### Cell placement

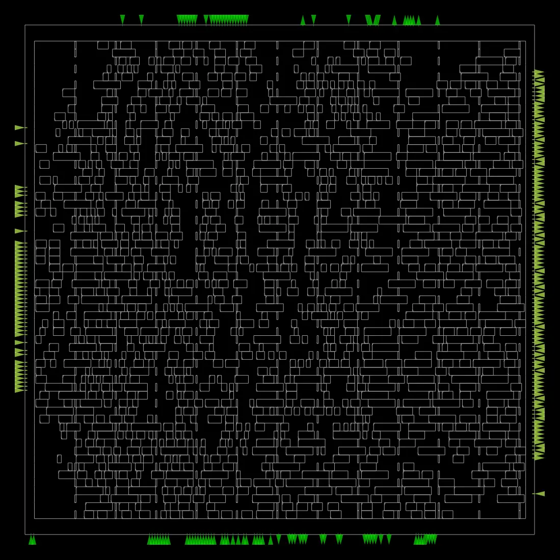
### Sequential cells grouped by signal name

Other sequential cells in the stronger grey, the rest of the logic in the fainter grey.
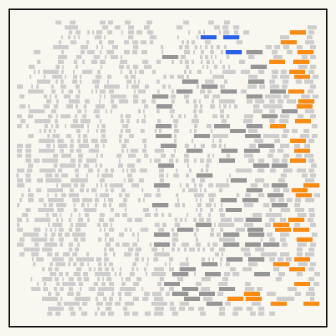
### Placement density heat map

The die is cut into 17 by 17 equal tiles; white is low, dark blue is high, 0 to 100% covered.
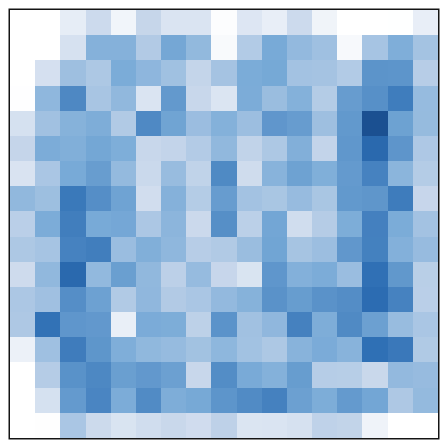
### Metal 1

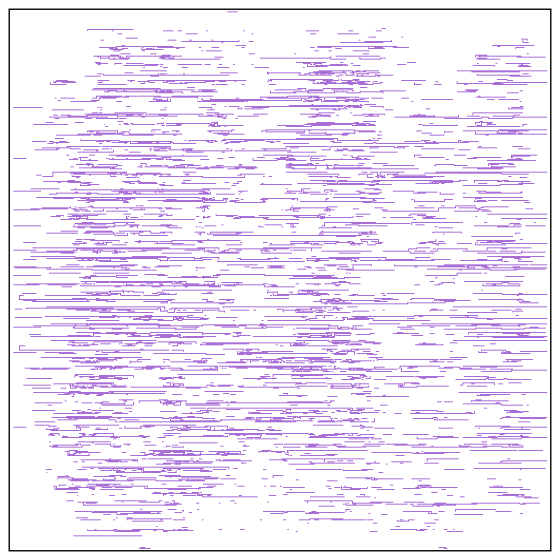
### M2 wires

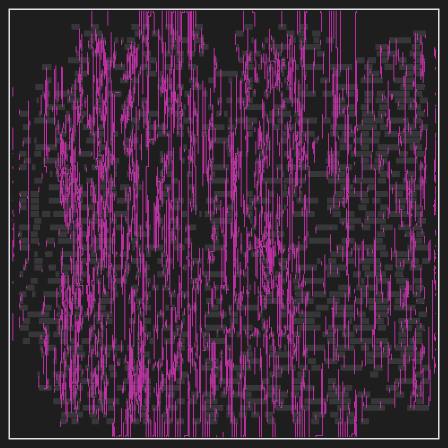
File: src/rtl/pc_fetch_ctrl_pkg.sv
// Shared types and constants for the fetch sequencer and its next-PC select.
package pc_fetch_pkg;

    localparam int XLEN_DEF  = 32;
    localparam int INST_STEP = 4;

    typedef enum logic [2:0] {
        IDLE   = 3'd0,
        REQ    = 3'd1,
        RESP   = 3'd2,
        HOLD   = 3'd3,
        HALTED = 3'd4
    } fetch_state_t;

endpackage

File: src/rtl/pc_fetch_ctrl_target_sel.sv
// Priority select of the next PC from an execute-stage resolve:
// JumpReg > Cnd|Jump > Halt. Purely combinational.
module pc_target_sel
    import pc_fetch_pkg::*;
#(
    parameter int XLEN = XLEN_DEF
) (
    input  logic            resolveValid,
    input  logic            JumpReg,
    input  logic            Cnd,
    input  logic            Jump,
    input  logic            Halt,
    input  logic [XLEN-1:0] resolvePC,
    input  logic [XLEN-1:0] imm,
    input  logic [XLEN-1:0] aluResult,
    output logic            redirect,
    output logic            halt,
    output logic [XLEN-1:0] target,
    output logic [XLEN-1:0] halt_pc
);

    localparam logic [XLEN-1:0] BIT0_MASK = ~XLEN'(1);

    always_comb begin
        redirect = resolveValid && (JumpReg || Cnd || Jump);
        halt     = resolveValid && Halt && !(JumpReg || Cnd || Jump);
        target   = JumpReg ? (aluResult & BIT0_MASK) : (resolvePC + imm);
        halt_pc  = resolvePC + XLEN'(INST_STEP);
    end

endmodule

File: src/rtl/pc_fetch_ctrl.sv
// Fetch sequencer: owns the PC, runs the imem request/response handshake and
// presents instructions to decode. Optional feature macro: MISALIGN_TRAP_EN.
module pc_fetch_ctrl
    import pc_fetch_pkg::*;
#(
    parameter int              XLEN         = XLEN_DEF,
    parameter logic [XLEN-1:0] RESET_VECTOR = '0
) (
    input  logic            clk,
    input  logic            rst_n,
    output logic            imemReq,
    output logic [XLEN-1:0] imemAddr,
    input  logic            imemReady,
    input  logic            imemValid,
    input  logic [31:0]     imemRdata,
    output logic            instValid,
    input  logic            instReady,
    output logic [31:0]     instOut,
    output logic [XLEN-1:0] instPC,
    input  logic            resolveValid,
    input  logic [XLEN-1:0] resolvePC,
    input  logic            Cnd,
    input  logic            Jump,
    input  logic            JumpReg,
    input  logic            Halt,
    input  logic [XLEN-1:0] imm,
    input  logic [XLEN-1:0] aluResult,
    output logic            halted,
    input  logic            resume,
`ifdef MISALIGN_TRAP_EN
    output logic            trap,
    output logic [XLEN-1:0] trapPC,
`endif
    output logic [2:0]      state_dbg
);

    // Handshakes: a request transfers when imemReq && imemReady; decode takes the
    // word when instValid && instReady. Valid never drops without a transfer except
    // on redirect/halt, and data is held stable while valid waits for ready.

    localparam logic [XLEN-1:0] ALIGN_MASK = ~XLEN'(3);

    fetch_state_t    state, state_nx;
    logic [XLEN-1:0] pc;
    logic            kill, halt_pend;
    logic [31:0]     inst_out_q;
    logic [XLEN-1:0] inst_pc_q;

    logic            sel_redirect, sel_halt;
    logic [XLEN-1:0] sel_target, sel_halt_pc;
    logic            active, do_redirect, do_halt, kill_eff, halt_pend_eff;
    logic [XLEN-1:0] redir_pc;

    pc_target_sel #(.XLEN(XLEN)) u_target_sel (
        .resolveValid (resolveValid),
        .JumpReg      (JumpReg),
        .Cnd          (Cnd),
        .Jump         (Jump),
        .Halt         (Halt),
        .resolvePC    (resolvePC),
        .imm          (imm),
        .aluResult    (aluResult),
        .redirect     (sel_redirect),
        .halt         (sel_halt),
        .target       (sel_target),
        .halt_pc      (sel_halt_pc)
    );

    assign active = (state == REQ) || (state == RESP) || (state == HOLD);

`ifdef MISALIGN_TRAP_EN
    logic misalign, do_trap;
    assign misalign    = sel_redirect && (sel_target[1:0] != 2'b00);
    assign do_trap     = active && misalign;
    assign do_redirect = active && sel_redirect && !misalign;
    // A misaligned target is turned into a halt that leaves pc untouched.
    assign do_halt     = active && (sel_halt || misalign);
    assign redir_pc    = sel_target;
`else
    assign do_redirect = active && sel_redirect;
    assign do_halt     = active && sel_halt;
    assign redir_pc    = sel_target & ALIGN_MASK;
`endif

    // A resolve landing while a request is in flight poisons its response.
    assign kill_eff      = kill || do_redirect || do_halt;
    assign halt_pend_eff = halt_pend || do_halt;

    always_ff @(posedge clk or negedge rst_n) begin
        if (!rst_n) state <= IDLE;
        else        state <= state_nx;
    end

    always_comb begin
        state_nx = state;
        unique case (state)
            IDLE:   state_nx = REQ;
            REQ: begin
                if (imemReady)    state_nx = RESP;
                else if (do_halt) state_nx = HALTED;
            end
            RESP: begin
                if (imemValid) begin
                    if (kill_eff) state_nx = halt_pend_eff ? HALTED : REQ;
                    else          state_nx = HOLD;
                end
            end
            HOLD: begin
                if (do_redirect)    state_nx = REQ;
                else if (do_halt)   state_nx = HALTED;
                else if (instReady) state_nx = REQ;
            end
            HALTED: if (resume) state_nx = REQ;
            default: state_nx = IDLE;
        endcase
    end

    always_ff @(posedge clk or negedge rst_n) begin
        if (!rst_n) begin
            pc         <= RESET_VECTOR;
            kill       <= 1'b0;
            halt_pend  <= 1'b0;
            inst_out_q <= '0;
            inst_pc_q  <= '0;
        end else begin
            if (do_redirect)                  pc <= redir_pc;
            else if (active && sel_halt)      pc <= sel_halt_pc;
            else if (state == HOLD && instReady) pc <= pc + XLEN'(INST_STEP);

            if (state == REQ) begin
                kill      <= imemReady && (do_redirect || do_halt);
                halt_pend <= imemReady && do_halt;
            end else if (state == RESP) begin
                kill      <= imemValid ? 1'b0 : kill_eff;
                halt_pend <= imemValid ? 1'b0 : halt_pend_eff;
            end

            if (state == RESP && imemValid && !kill_eff) begin
                inst_out_q <= imemRdata;
                inst_pc_q  <= pc;
            end
        end
    end

`ifdef MISALIGN_TRAP_EN
    always_ff @(posedge clk or negedge rst_n) begin
        if (!rst_n) begin
            trap   <= 1'b0;
            trapPC <= '0;
        end else if (do_trap) begin
            trap   <= 1'b1;
            trapPC <= resolvePC;
        end else if (state == HALTED && resume) begin
            trap   <= 1'b0;
        end
    end
`endif

    always_comb begin
        imemReq   = (state == REQ);
        imemAddr  = pc;
        instValid = (state == HOLD);
        instOut   = inst_out_q;
        instPC    = inst_pc_q;
        halted    = (state == HALTED);
        state_dbg = state;
    end

endmodule

File: config.mk
export PLATFORM = sky130hd
export DESIGN_NAME = pc_fetch_ctrl
export DESIGN_NICKNAME = d
export VERILOG_FILES = /design/src/rtl/pc_fetch_ctrl_pkg.sv /design/src/rtl/pc_fetch_ctrl_target_sel.sv /design/src/rtl/pc_fetch_ctrl.sv
export SDC_FILE = /design/constraint.sdc
export NUM_CORES = 1
export LEC_CHECK = 0
export CELL_PAD_IN_SITES_DETAIL_PLACEMENT = 1
export CELL_PAD_IN_SITES_GLOBAL_PLACEMENT = 2
export CORE_MARGIN = 3
export CORE_UTILIZATION = 28
export CTS_CLUSTER_SIZE = 16
export DETAILED_ROUTE_END_ITERATION = 6
export GPL_TIMING_DRIVEN = 0
export HOLD_SLACK_MARGIN = 0.15
export PLACE_DENSITY_LB_ADDON = 0.1
export SYNTH_ARGS = -nofsm -noshare
export SYNTH_HDL_FRONTEND = slang
export SYNTH_HIERARCHICAL = 1
export SYNTH_SLANG_ARGS = --single-unit
File: constraint.sdc
create_clock -name clk -period 2.4 [get_ports clk]
set_input_delay 0.24 -clock clk [delete_from_list [all_inputs] [get_ports clk]]
set_output_delay 0.24 -clock clk [all_outputs]
set_load 0.01 [all_outputs]
==> notes.md <==
Here are the numbers from the latest Yosys + OpenROAD run.

The area enclosed by the die boundary is 30300 um2. The number of search-and-repair iterations in the first detailed-routing pass is 4. The fraction of standard cell area in multi-input logic is 48.6%. The net count entering floorplan came out at 1030. After its last routability iteration, the placer logged a weighted congestion of 0.852. Synthesis produced a netlist whose cell count is 857. The number of violations of the max-capacitance limit came out at 0. Looking at the hold checks, the worst path lands on imemAddr[1]$_DFFE_PN0P_. The power density over the cells came out at 837 nW/um2.

In this run the number of cells on the critical path is 14. The final reports fail on setup timing. The final max-slew violation count recorded for this run is 0. The flow ran to the end, but the final reports show violations.

Per the STA report, the cell with the highest stage delay on the worst path is sky130_fd_sc_hd__or3b_4. The most common cell after layout, fill and taps aside is sky130_fd_sc_hd__clkdlybuf4s50_1. Entering global routing, the biggest net connects 54 pins. At the worst endpoint, the arrival time is 2880 ps.

The capturing element type of the critical path is a register. Per the layout area report, the register area comes to 2530 um2. The final-layout setup total negative slack is -1060 ps. The deepest clock path buffer count is 2. The detail route stage leaves a number of antenna-violating nets equal to 0. The width of the die came out at 174 um. The post-cts hold buffer count came out at 1. The clock transition at the registers of the reported paths came out at 70 ps.

From bottom edge to top edge, the die measures 174 um. In the layout the commonest cells are sky130_fd_sc_hd__clkdlybuf4s50_1 (184), sky130_fd_sc_hd__dfrtp_1 (101), sky130_fd_sc_hd__nand2_1 (73), sky130_fd_sc_hd__buf_4 (66), sky130_fd_sc_hd__mux2_4 (60). The net switching power is 4.01 mW. The kind of cell with the highest combined delay on the critical path is AND-OR/OR-AND gates. The final number of setup-violating endpoints came out at 9. The largest clock skew in the final design came out at 8.88 ps. Gates resized during post-CTS repair numbered 231. The skew report gives the latency at the later pin of the worst-skew pair as 340 ps.

In the final report, the number of hold violations comes to 0. After detailed placement, the total cell area comes to 10800 um2. The worst reg2reg path endpoint is imemAddr[14]$_DFFE_PN0P_.

The post-route standard cell area excluding fillers came out at 12600 um2. TritonCTS built the clock tree. The post-place setup slack came out at -1240 ps. Global routing finished with a remaining overflow of 0. The critical path launch point is imm[1]. The script logs the mean routed wire length per placed instance as 20.2 um.

The count of cells along the worst hold path came out at 4. For reference, the critical path is captured by imemAddr[31]$_DFFE_PN0P_. The ratio of final minimum period to clock period came out at 109%. The post-layout worst setup margin is -207 ps. The maximum level of the CTS H-tree came out at 3.
Notes on 'Cell placement' above:
fin cells: 1539
sequential portion of the cell area: 20.1%
standard-cell row count: 60

Notes on 'Sequential cells grouped by signal name' above:
Key: instOut = orange [sequential cells 32, where a vertical strip on the right]; state_dbg = blue [sequential cells 3]
Another 66 sequential cells are not coloured.

Notes on 'Placement density heat map' above:
The fullest tile reaches 87%. 5.5% of the tiles are nearly empty. The emptiest ninth of the die: top left. 1.4% of the tiles are over 75% full. The mean over all tiles is 40%.
core footprint: 27400 um2
Layout Utilization: 45.9%
core utilization before placement: 28.9%

Notes on 'Metal 1' above:
The layer holds 48% of the routed length. The layer carries 15000 um of wire. The longest straight run is 52.4 um.
total number of vias: 7929
met1 track demand over resource in global routing: 28.5%
overall routed net length: 31200 um

Notes on 'M2 wires' above:
The layer carries 14400 um of wire. The layer holds 46% of the routed length.
global routing usage on met2: 32.5%

Power figures rest on the tool's default switching activity, not on a simulated workload.
